## src/rtl/mem_line_arbiter.sv

```systemverilog
// -----------------------------------------------------------------------------
// mem_line_arbiter
//
// Arbitrates I-cache and D-cache line requests onto a single shared memory
// port that moves 4-word lines. A winning request is latched (side, op,
// line-aligned address, write line). The memory strobe is then held for
// LATENCY cycles and a read line is captured from the memory. Finally a
// one-cycle done pulse goes back to the winning side.
//
// Optional feature macro: MEM_ARB_RR_EN
//   defined   -> round-robin on a tie (the side not granted last wins)
//   undefined -> fixed D-over-I priority, no last-grant register
//
// Parameters
//   ADDR_W   word-address width
//   WORD_W   word width; a line is 4*WORD_W bits, word0 in the LSBs
//   LATENCY  memory cycles per line access, 1..15
//
// Ports
//   clk, reset        clock and synchronous active-high reset
//   i_req, i_addr     I-side line read request and word address
//   i_done            1-cycle pulse: I read line valid on rdata
//   d_req, d_we       D-side request and op (1 = line write, 0 = line read)
//   d_addr, d_wdata   D-side word address and write line
//   d_done            1-cycle pulse: D read valid or D write committed
//   rdata             last captured read line, shared by both sides
//   busy              high whenever a transaction is in progress
//   mem_read/write    memory strobes, held for LATENCY cycles
//   mem_addr          line-aligned address to memory
//   mem_wdata         write line to memory
//   mem_rdata         read line from memory, valid in the last strobe cycle
// -----------------------------------------------------------------------------
module mem_line_arbiter #(
    parameter int ADDR_W  = 16,
    parameter int WORD_W  = 16,
    parameter int LATENCY = 2
) (
    input  logic                clk,
    input  logic                reset,
    input  logic                i_req,
    input  logic [ADDR_W-1:0]   i_addr,
    output logic                i_done,
    input  logic                d_req,
    input  logic                d_we,
    input  logic [ADDR_W-1:0]   d_addr,
    input  logic [4*WORD_W-1:0] d_wdata,
    output logic                d_done,
    output logic [4*WORD_W-1:0] rdata,
    output logic                busy,
    output logic                mem_read,
    output logic                mem_write,
    output logic [ADDR_W-1:0]   mem_addr,
    output logic [4*WORD_W-1:0] mem_wdata,
    input  logic [4*WORD_W-1:0] mem_rdata
);

    typedef enum logic [1:0] {
        ST_IDLE = 2'd0,
        ST_BUSY = 2'd1,
        ST_RESP = 2'd2
    } state_t;

    localparam logic [ADDR_W-1:0] LINE_MASK = {{(ADDR_W-2){1'b1}}, 2'b00};
    localparam logic [3:0]        CNT_LOAD  = 4'(LATENCY - 1);

    state_t              state_q, state_d;
    logic [3:0]          cnt_q, cnt_d;
    logic                side_is_d_q;     // 1: D side owns the transaction
    logic                op_we_q;
    logic [ADDR_W-1:0]   addr_q;
    logic [4*WORD_W-1:0] wdata_q;
    logic [WORD_W-1:0]   rdata_q [4];

    logic                grant;
    logic                win_d;
    logic                capture;
    logic [ADDR_W-1:0]   win_addr;

    // ---------------------------------------------------------------- arbiter
`ifdef MEM_ARB_RR_EN
    logic last_d_q;   // 1: the most recent grant went to D

    // On a tie the side that was not granted last wins.
    assign win_d = d_req & (~i_req | ~last_d_q);

    always_ff @(posedge clk) begin
        if (reset) begin
            last_d_q <= 1'b0;
        end else if (grant) begin
            last_d_q <= win_d;
        end
    end
`else
    assign win_d = d_req;
`endif

    assign grant    = (state_q == ST_IDLE) && (i_req || d_req);
    assign win_addr = (win_d ? d_addr : i_addr) & LINE_MASK;
    // Read capture happens on the final strobe cycle only.
    assign capture  = (state_q == ST_BUSY) && (cnt_q == 4'd0) && !op_we_q;

    // ----------------------------------------------------------- state register
    always_ff @(posedge clk) begin
        if (reset) begin
            state_q <= ST_IDLE;
        end else begin
            state_q <= state_d;
        end
    end

    // ------------------------------------------------------------- next state
    always_comb begin
        state_d = state_q;
        cnt_d   = cnt_q;
        case (state_q)
            ST_IDLE: begin
                if (i_req || d_req) begin
                    state_d = ST_BUSY;
                    cnt_d   = CNT_LOAD;
                end
            end
            ST_BUSY: begin
                if (cnt_q == 4'd0) begin
                    state_d = ST_RESP;
                end else begin
                    cnt_d = cnt_q - 4'd1;
                end
            end
            ST_RESP: state_d = ST_IDLE;
            default: state_d = ST_IDLE;
        endcase
    end

    // ---------------------------------------------------------------- outputs
    always_comb begin
        i_done    = 1'b0;
        d_done    = 1'b0;
        mem_read  = 1'b0;
        mem_write = 1'b0;
        busy      = 1'b1;
        case (state_q)
            ST_IDLE: busy = 1'b0;
            ST_BUSY: begin
                mem_read  = !op_we_q;
                mem_write = op_we_q;
            end
            ST_RESP: begin
                i_done = !side_is_d_q;
                d_done = side_is_d_q;
            end
            default: busy = 1'b0;
        endcase
    end

    // --------------------------------------------------------------- datapath
    always_ff @(posedge clk) begin
        if (reset) begin
            cnt_q       <= 4'd0;
            side_is_d_q <= 1'b0;
            op_we_q     <= 1'b0;
            addr_q      <= '0;
            wdata_q     <= '0;
            for (int w = 0; w < 4; w++) begin
                rdata_q[w] <= '0;
            end
        end else begin
            cnt_q <= cnt_d;
            if (grant) begin
                side_is_d_q <= win_d;
                op_we_q     <= win_d & d_we;
                addr_q      <= win_addr;
                // An I grant leaves the previous write line on mem_wdata.
                if (win_d) begin
                    wdata_q <= d_wdata;
                end
            end
            if (capture) begin
                for (int w = 0; w < 4; w++) begin
                    rdata_q[w] <= mem_rdata[w*WORD_W +: WORD_W];
                end
            end
        end
    end

    assign mem_addr  = addr_q;
    assign mem_wdata = wdata_q;

    generate
        for (genvar gi = 0; gi < 4; gi++) begin : g_rdata_lane
            assign rdata[gi*WORD_W +: WORD_W] = rdata_q[gi];
        end
    endgenerate

endmodule

```

## config.mk

```make
export PLATFORM = sky130hd
export DESIGN_NAME = mem_line_arbiter
export DESIGN_NICKNAME = d
export VERILOG_FILES = /design/src/rtl/mem_line_arbiter.sv
export SDC_FILE = /design/constraint.sdc
export NUM_CORES = 1
export LEC_CHECK = 0
export CAP_MARGIN = 20
export CORE_ASPECT_RATIO = 1.25
export CORE_MARGIN = 5
export CORE_UTILIZATION = 39
export DETAILED_ROUTE_END_ITERATION = 12
export GPL_TIMING_DRIVEN = 0
export PLACE_DENSITY = 0.78
export SLEW_MARGIN = 20
export SYNTH_ARGS = -nofsm -noshare
export SYNTH_HDL_FRONTEND = slang
export SYNTH_SLANG_ARGS = --single-unit
```

## constraint.sdc

```tcl
create_clock -name clk -period 4.1 [get_ports clk]
set_input_delay 1.025 -clock clk [delete_from_list [all_inputs] [get_ports clk]]
set_output_delay 1.025 -clock clk [all_outputs]
set_load 0.01 [all_outputs]
```

==> results.cfg, run 1 <==
; flow metrics
[timing]
worst_hold_slack_ps = 451.5
worst_pin_slew_ps = 683.3
period_minus_slack_ps = 3112
hold_violations = 0
fin_tns_setup_ps = 0

[synthesis]
mux_area_frac = 0.02756
synth.top_cell.area_share = 0.3307
ys_seq_elements = 150
compound_area_frac = 0.08893
ys_sh_adder = 0.01507
ys_async_sr_fraction = 0
edf_count = 64
syn-cell-area_um2 = 5811
commonest_cells_in_the_netlist = 131 x sky130_fd_sc_hd__nand2_1, 86 x sky130_fd_sc_hd__dfxtp_1, 67 x sky130_fd_sc_hd__a21oi_1
synth_dominant_cell_count = sky130_fd_sc_hd__nand2_1
syn_inst = 544
yosysUniqueCellTypes = 38
ys.flop_type = sky130_fd_sc_hd__dfxtp_1

[layout]
antenna-diode-count = 0
drive_above_1_share = 0.1335
final.signal_inverter_count = 5
seq_share = 0.3739
n_clock_buffer = 20
layout_top_cells = 306 x sky130_fd_sc_hd__clkdlybuf4s50_1, 131 x sky130_fd_sc_hd__nand2_1, 86 x sky130_fd_sc_hd__dfxtp_1, 67 x sky130_fd_sc_hd__a21oi_1
final_area_um2 = 9744
number_of_nets_in_the_layout = 1043
dominant_cells = sequential cells
clock_cell_area_share = 0.06279
filler_cell_count = 1167
leading_cell_type_in_the_layout_fill_and_taps_excluded = sky130_fd_sc_hd__clkdlybuf4s50_1

[pwr]
comb-power_w = 0.00196
power.net_switching_w = 0.001704
switching_share = 0.2992
power.combinational.fraction = 0.345
dominant_power_group = registers
power_sequential_w = 0.00210
worst_ir_drop_vdd_uv = 326.2
p_int_w = 0.003990

[global_routing]
overflow = 0
grt_pass1_vias = 4944
antenna_violations_before_repair = 1

[floorplan]
die_y_um = 146.5
tapCellCount = 182
chipArea_um2 = 17460

[clocking]
cts-root-to-sink-buffers = 2
ctsRootBufferMaster = sky130_fd_sc_hd__clkbuf_16
clock_latency_late_sink_ps = 410
tritoncts.num_buffers = 17
number_of_post_cts_setup_repair_buffers = 0
tritoncts = yes

[drt]
detail_route.vias_per_cell = 4.659
first_iter_violations = 305

[critical_path]
critical_path.cell_chain = inv_1, ha_1, buf_4, nor2b_1, clkdlybuf4s50_1
worst-path-buf-inv = 3
cp_data_required_time_ps = 3070
critical_path_arrival_ps = 2090
timing.setup.critical_path_class = flop to output pin
critical_path.startpoint_type = flop

[placement]
detailedPlace.worstSlack_ps = 1225

[run_status]
outcome = complete, no violations

[run]
openroad.warnings = 35

[worst_hold_path]
min_path_type = flop to flop
==> run 1: worst paths after layout <==
kind / from / to / slack, ps / depth (start not counted)
setup / recovery: state_q[1] / mem_read / 990 / 5
hold / removal: mem_wdata[55] / mem_wdata[55] / 450 / 2
setup reg to reg: cnt_q[0] / rdata_q[0][10] / 1820 / 5
hold reg to reg: mem_wdata[55] / mem_wdata[55] / 450 / 2
==> run 1: per-layer routing <==
layer,share of wire,routed length [um],track usage,up-vias
met3,0.11,2040,0.09144,31
met4,0.024,438,0.07594,2
met5,0.00071,13,0,-
met2,0.50,9207,0.3590,221
li1,-,-,-,2476
met1,0.36,6685,0.2193,2237
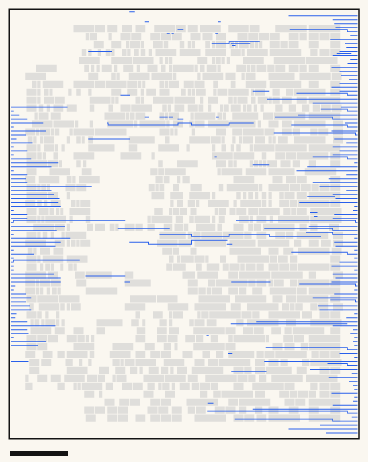
Run 1: the metal 3 layer
The bar under the picture is 20 um long. Cells faint in the background.
share of all routed wire = 11%
nets with wire on the layer = 182
longest straight run = 47.8 um
final wirelength: 18.39 mm
routed vias: 4,967
met3 track utilization from global routing: 0.09144

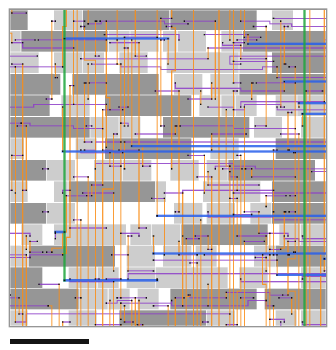
Run 1: zoomed window
The bar under the picture is 10 um long. Region (69, 17) to (109, 57) um. Cells in grey, sequential cells in the stronger grey; small squares are vias.
green -> metal 4
blue -> metal 3
purple -> metal 1
orange -> metal 2
most frequent = clkdlybuf4s50_1 (38), edfxtp_1 (24), and2_2 (23)
sequential cells in the window = 24
netlist names of flops here include = `rdata_q` (24)
cells with their middle in the window = 92

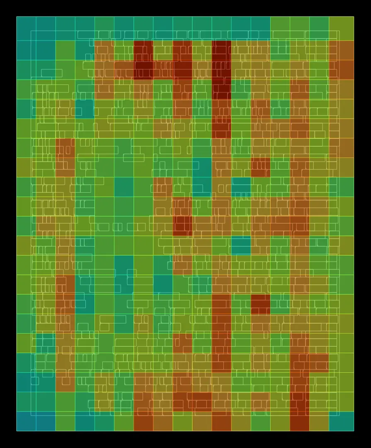
Run 1: routing congestion
GR Util met2: 0.3590
overall fraction of global-route tracks in use: 0.2062
Avg WL per Cell: 17.25 um

--- run 2 (diff from run 1) ---
clock period = 3.1 ns   (was 4.1 ns; I/O delays follow)
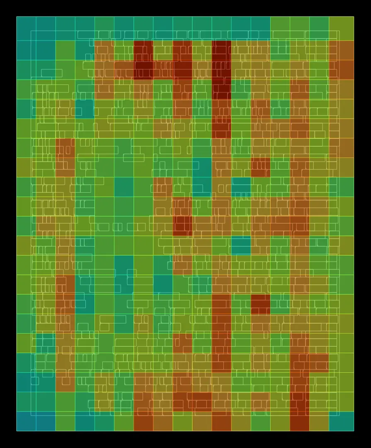
Run 2: routing congestion
Core Util, Final: 0.6572
routing usage on met1: 0.2193
GRT busiest layer: met2

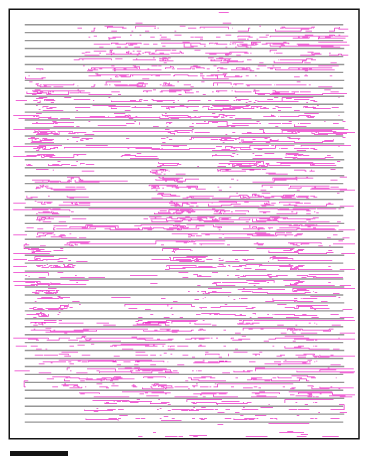
Run 2: M1 wires
The bar under the picture is 20 um long. Supply wires on this layer in grey.
longest straight run = 59.3 um
share of all routed wire = 36%
nets with wire on the layer = 945
wire length on this layer = 6,690 um
main direction = horizontal

==> results.cfg, run 2 <==
; flow metrics
[pwr]
worst_ir_drop_vdd_uv = 431.5

[synthesis]
mux_area_frac = 0.02756
synth_dominant_cell_count = sky130_fd_sc_hd__nand2_1
syn_inst = 544
ys.flop_type = sky130_fd_sc_hd__dfxtp_1
ys_sh_adder = 0.01507
synth.top_cell.area_share = 0.3307
syn_avg_cell_area_um2 = 10.68
compound_area_frac = 0.08893
commonest_cells_in_the_netlist = 131 x sky130_fd_sc_hd__nand2_1, 86 x sky130_fd_sc_hd__dfxtp_1, 67 x sky130_fd_sc_hd__a21oi_1
yosysUniqueCellTypes = 38
largest_family_of_logic_cells_by_area = simple AND/OR/NAND/NOR gates
ys_seq_elements = 150
ys_async_sr_fraction = 0

[timing]
min_period_over_period = 0.9231
worst_pin_slew_ps = 683.3
hold_violations = 0
fin_tns_setup_ps = 0
worst_hold_slack_ps = 451.5
period_minus_slack_ps = 2862

[layout]
antenna-diode-count = 0
drive_above_1_share = 0.1335
leading_cell_type_in_the_layout_fill_and_taps_excluded = sky130_fd_sc_hd__clkdlybuf4s50_1
number_of_nets_in_the_layout = 1043

[global_routing]
gr-usage-all-layers = 0.2062
overflow = 0
grt_pass1_vias = 4944
antenna_violations_before_repair = 1
grt.met2_usage = 0.3590

[drt]
top_layer = met5
final_wirelength_mm = 18.39
wl_per_cell_um = 17.25
m1WireLength_mm = 6.685
detail_route.vias_per_cell = 4.659
first_iter_violations = 305
met3_wirelength_mm = 2.040
met2WireLength_mm = 9.207

[floorplan]
chipArea_um2 = 17460
die_y_um = 146.5

[worst_hold_path]
worst_hold_startpoint = mem_wdata[55]
whs_path_depth = 2
worst_hold_path.endpoint = mem_wdata[55]

[clocking]
tritoncts = yes
number_of_post_cts_setup_repair_buffers = 0
ctsRootBufferMaster = sky130_fd_sc_hd__clkbuf_16
clock_latency_late_sink_ps = 410
tritoncts.num_buffers = 17
cts-root-to-sink-buffers = 2

[critical_path]
cp_num_cells = 5
critical_path.startpoint_type = flop
timing.setup.critical_path_class = flop to output pin
worst_setup_sp = state_q[1]
r2r_slack_ps = 820
timing.reg2reg.worst_path_depth = 5
reg_to_reg_endpoint = rdata_q[0][10]
worst-path-buf-inv = 3
critical_path.cell_chain = inv_1, ha_1, buf_4, nor2b_1, clkdlybuf4s50_1
worstSetupEndpoint = mem_read
cp_data_required_time_ps = 2320
reg2reg_from = cnt_q[0]

[run_status]
outcome = complete, no violations

[run]
openroad.warnings = 35
-- run 2: cell counts after synthesis --
No cell type changed its count.
-- run 2: area by class of cell --
class | count | area, um2
inverter | 5 | 18.77
fill | 1167 | 5082
multi-input combinational | 352 | 1986
clock buffer | 20 | 436.7
sequential | 150 | 3643
buffer | 38 | 173.9
tap | 182 | 227.7
timing repair buffer | 307 | 3083
clock inverter | 12 | 175.2
-- run 2: logic make-up after synthesis --
kind of cell / count (synthesis)
compound gates: 92
fa+ha+maj: 7
buf+inv: 43
flops: 150
mux: 16
other cells: 1
simple gates: 235
-- run 2: power by group --
group | switching (W) | internal, W | total, W
clock network | 0.000809 | 0.00135 | 0.00216
registers | 0.000182 | 0.00259 | 0.00278
logic | 0.00126 | 0.00133 | 0.00259
total | 0.00225 | 0.00528 | 0.00753
Power figures rest on the tool's default switching activity, not on a simulated workload.
